<file path="config.mk">
export PLATFORM = sky130hd
export DESIGN_NAME = alu_seq
export DESIGN_NICKNAME = d
export VERILOG_FILES = /design/src/rtl/alu_seq.sv
export SDC_FILE = /design/constraint.sdc
export NUM_CORES = 1
export LEC_CHECK = 0
export CAP_MARGIN = 20
export CORE_ASPECT_RATIO = 0.9
export CORE_MARGIN = 1
export CORE_UTILIZATION = 30
export CTS_BUF_LIST = sky130_fd_sc_hd__clkbuf_2 sky130_fd_sc_hd__clkbuf_4 sky130_fd_sc_hd__clkbuf_8
export DETAILED_ROUTE_END_ITERATION = 10
export PLACE_DENSITY = 0.51
export REMOVE_ABC_BUFFERS = 1
export SYNTH_ARGS = -nofsm -noshare
export SYNTH_HDL_FRONTEND = slang
export SYNTH_SLANG_ARGS = --single-unit
</file>
<file path="constraint.sdc">
create_clock -name clock -period 5.7 [get_ports clock]
set_input_delay 0.57 -clock clock [delete_from_list [all_inputs] [get_ports clock]]
set_output_delay 0.57 -clock clock [all_outputs]
set_load 0.005 [all_outputs]
</file>
<file path="src/rtl/alu_seq.sv">
// alu_seq: sequential ALU stage driving the C bus of the downsampling datapath.
//
// Combines the accumulator operand (A) with the B bus operand (B). Single-cycle
// ops complete at the start edge; MUL (shift-add) and DIV (restoring) iterate one
// radix-2 step per clock for WIDTH clocks. Operands are sampled only at start.
//
// Optional feature: define ALU_DIV_EN to build the iterative divider. Without it,
// opcode 9 completes in one cycle with result 0 and dz_flag set (unsupported).
//
// Ports:
//   clock     system clock, rising-edge active
//   reset     asynchronous, active-high reset
//   start     one-cycle request; latches alu_op, ac_in, bbus_in when idle
//   alu_op    operation code (0..9, 10..15 behave as PASSA)
//   ac_in     accumulator operand A
//   bbus_in   B bus operand B
//   cbus_out  registered result, held until the next completion
//   busy      high while an iterative op is in progress
//   done      one-cycle pulse when cbus_out has been updated
//   z_flag    cbus_out == 0, updated with done
//   dz_flag   last DIV had B == 0 (or DIV unsupported), updated with done
module alu_seq #(
  parameter int unsigned WIDTH = 32,
  parameter int unsigned CNT_W = 6
) (
  input  logic             clock,
  input  logic             reset,
  input  logic             start,
  input  logic [3:0]       alu_op,
  input  logic [WIDTH-1:0] ac_in,
  input  logic [WIDTH-1:0] bbus_in,
  output logic [WIDTH-1:0] cbus_out,
  output logic             busy,
  output logic             done,
  output logic             z_flag,
  output logic             dz_flag
);

  typedef enum logic [1:0] {StIdle, StIter, StFin} state_e;

  localparam logic [3:0] OpPassA = 4'd0;
  localparam logic [3:0] OpAdd   = 4'd1;
  localparam logic [3:0] OpSub   = 4'd2;
  localparam logic [3:0] OpPassB = 4'd3;
  localparam logic [3:0] OpInc   = 4'd4;
  localparam logic [3:0] OpDec   = 4'd5;
  localparam logic [3:0] OpShl   = 4'd6;
  localparam logic [3:0] OpShr   = 4'd7;
  localparam logic [3:0] OpMul   = 4'd8;
  localparam logic [3:0] OpDiv   = 4'd9;

  localparam logic [CNT_W-1:0] LastStep = CNT_W'(WIDTH - 1);

  state_e           state_q;
  logic [3:0]       op_q;
  logic [WIDTH-1:0] opa_q;  // MUL: shifting multiplicand; DIV: dividend/quotient
  logic [WIDTH-1:0] opb_q;  // MUL: shifting multiplier; DIV: divisor
  logic [WIDTH-1:0] acc_q;  // MUL: partial product; DIV: partial remainder
  logic [CNT_W-1:0] cnt_q;

  // Single-cycle datapath works on the live inputs because it completes at the
  // same edge that samples start.
  logic [WIDTH-1:0] single_res;
  logic             single_dz;
  logic             start_iter;

  always_comb begin
    single_res = ac_in;
    single_dz  = 1'b0;
    start_iter = 1'b0;
    unique case (alu_op)
      OpPassA: single_res = ac_in;
      OpAdd:   single_res = ac_in + bbus_in;
      OpSub:   single_res = ac_in - bbus_in;
      OpPassB: single_res = bbus_in;
      OpInc:   single_res = ac_in + WIDTH'(1);
      OpDec:   single_res = ac_in - WIDTH'(1);
      OpShl:   single_res = ac_in << bbus_in[4:0];
      OpShr:   single_res = ac_in >> bbus_in[4:0];
      OpMul:   start_iter = 1'b1;
`ifdef ALU_DIV_EN
      OpDiv:   start_iter = 1'b1;
`else
      OpDiv: begin
        single_res = '0;
        single_dz  = 1'b1;
      end
`endif
      default: single_res = ac_in;
    endcase
  end

  // One radix-2 step of the iterative ops.
  logic [WIDTH-1:0] mul_acc_nxt;
  logic [WIDTH-1:0] iter_res;
  logic             iter_dz;

  assign mul_acc_nxt = opb_q[0] ? (acc_q + opa_q) : acc_q;

`ifdef ALU_DIV_EN
  logic [WIDTH:0]   rem_sh;
  logic [WIDTH:0]   rem_diff;
  logic             div_ok;
  logic [WIDTH-1:0] rem_nxt;
  logic [WIDTH-1:0] quo_nxt;

  // Remainder stays below the divisor, so WIDTH+1 bits cover the shifted value
  // and the top bit of the difference is the borrow.
  assign rem_sh   = {acc_q, opa_q[WIDTH-1]};
  assign rem_diff = rem_sh - {1'b0, opb_q};
  assign div_ok   = ~rem_diff[WIDTH];
  assign rem_nxt  = div_ok ? rem_diff[WIDTH-1:0] : rem_sh[WIDTH-1:0];
  assign quo_nxt  = {opa_q[WIDTH-2:0], div_ok};

  always_comb begin
    iter_res = mul_acc_nxt;
    iter_dz  = 1'b0;
    if (op_q == OpDiv) begin
      iter_dz  = (opb_q == '0);
      iter_res = iter_dz ? '1 : quo_nxt;
    end
  end
`else
  assign iter_res = mul_acc_nxt;
  assign iter_dz  = 1'b0;
`endif

  always_ff @(posedge clock or posedge reset) begin
    if (reset) begin
      state_q  <= StIdle;
      op_q     <= '0;
      opa_q    <= '0;
      opb_q    <= '0;
      acc_q    <= '0;
      cnt_q    <= '0;
      cbus_out <= '0;
      busy     <= 1'b0;
      done     <= 1'b0;
      z_flag   <= 1'b0;
      dz_flag  <= 1'b0;
    end else begin
      unique case (state_q)
        StIdle: begin
          done <= 1'b0;
          if (start) begin
            op_q  <= alu_op;
            opa_q <= ac_in;
            opb_q <= bbus_in;
            acc_q <= '0;
            cnt_q <= '0;
            if (start_iter) begin
              busy    <= 1'b1;
              state_q <= StIter;
            end else begin
              cbus_out <= single_res;
              z_flag   <= (single_res == '0);
              dz_flag  <= single_dz;
              done     <= 1'b1;
              state_q  <= StFin;
            end
          end
        end
        StIter: begin
          cnt_q <= cnt_q + CNT_W'(1);
`ifdef ALU_DIV_EN
          if (op_q == OpDiv) begin
            acc_q <= rem_nxt;
            opa_q <= quo_nxt;
          end else begin
            acc_q <= mul_acc_nxt;
            opa_q <= opa_q << 1;
            opb_q <= opb_q >> 1;
          end
`else
          acc_q <= mul_acc_nxt;
          opa_q <= opa_q << 1;
          opb_q <= opb_q >> 1;
`endif
          if (cnt_q == LastStep) begin
            cbus_out <= iter_res;
            z_flag   <= (iter_res == '0);
            dz_flag  <= iter_dz;
            done     <= 1'b1;
            busy     <= 1'b0;
            state_q  <= StFin;
          end
        end
        StFin: begin
          // start here is deliberately dropped; the next op needs an idle cycle.
          done    <= 1'b0;
          state_q <= StIdle;
        end
        default: state_q <= StIdle;
      endcase
    end
  end

endmodule
</file>
Figure 1. Zoomed window.
Region (180, 161) to (200, 181) um. Cells in grey, sequential cells in the stronger grey; small squares are vias.
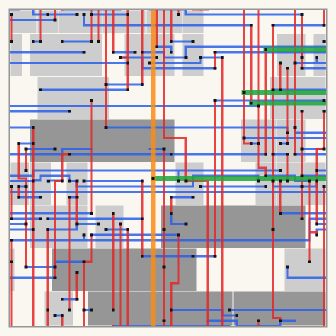
blue -> M1
red -> M2
green -> M3
orange -> M4
cells with their middle in the window = 29
netlist names of flops here include = opa_q (3), acc_q (2)
most frequent = nand2_1 (6), dfrtp_1 (5), o21ai_0 (4)
sequential cells in the window = 5

Figure 2. I/O pins on the die edge.
Scale bar: 100 um. Pins as bars across the die edge, other pins in grey.
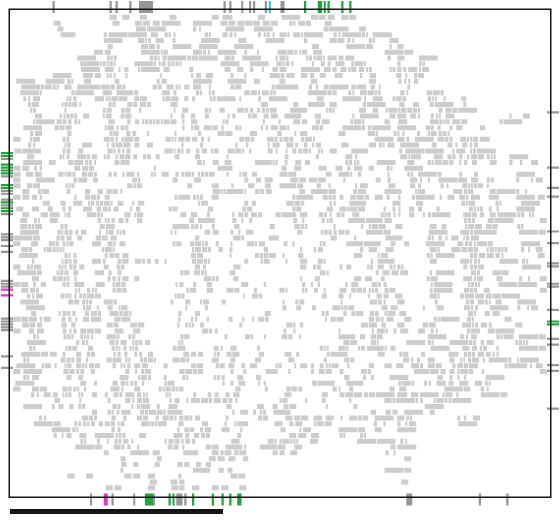
magenta -> alu_op  # pins 4, direction input, edge 2 left, 2 bottom
green -> ac_in  # pins 32, direction input, edge 12 bottom, 11 left, 7 top, 2 right
cyan -> z_flag  # pins 1, direction output, edge top
die height: 228 um
die extent in x: 253 um
port bufs: 106

Figure 3. Placement view.
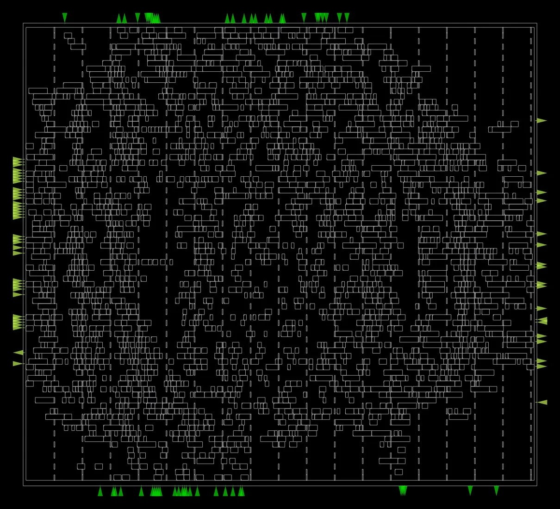
Finished Core Util: 35.6%
Core Box Area: 55,800 um^2
row cnt: 82
Tapcells: 756
Cell Count, Final, Fillers Out: 3,118

==> Slide: Implementation Results <==
Run Summary

Finish
  • Clk cell area share: 2.11%
  • Diode count: 2
  • Clk_buf instances: 20
  • Comb gate area: 12,500 um^2

Detailed routing
  • Post-Route WL: 83.9 mm
  • Vias/cell: 6.05
  • Via Count: 18,868
  • Max layer used: met4

Power and ir drop
  • Switching Share: 45.9%
  • Seq power: 1.57 mW
  • Internal power component: 2.94 mW
  • Worst vdd ir: 0.189 mV
  • Seq pwr share: 28.8%

Logic synthesis
  • Synth flops: 140
  • Cell type with the largest total area: dfrtp_1
  • Cell area leaders: dfrtp_1 (21%), mux2i_1 (9.6%), o21ai_0 (7.1%)
  • XOR-XNOR Cells, Area Fraction: 2.22%

Final timing
  • Clk_skew: 0.0231 ns
  • Slew headroom: 15.5%
  • Tmin final: 5.20 ns

Setup path
  • Most frequent CP cell: buf_4
  • Crit. path cell count: 23
  • Crit-path cells: clkdlybuf4s50_1 > buf_4 > nor3_1 > nand4b_1 > buf_4 > nor2_1 > nand2_1 > nor3_1 > buf_4 > a31oi_1 > o21ai_0 > ha_1 > buf_4 > and3_1 > a32oi_1 > nand3_1 > a211oi_4 > o311ai_1 > nand2_1 > or4bb_1 > nor4_1 > nand4_1 > o21ai_1

Clocking
  • H-tree level count: 4
  • CTS Sinks: 140

Placed design
  • Post-Place Setup Slack: -0.134 ns

Run status
  • Status: finished, final reports clean

Global route
  • First-pass GRT wire length: 125 mm

Floorplanning
  • Die area: 57,600 um^2
Power figures rest on the tool's default switching activity, not on a simulated workload.
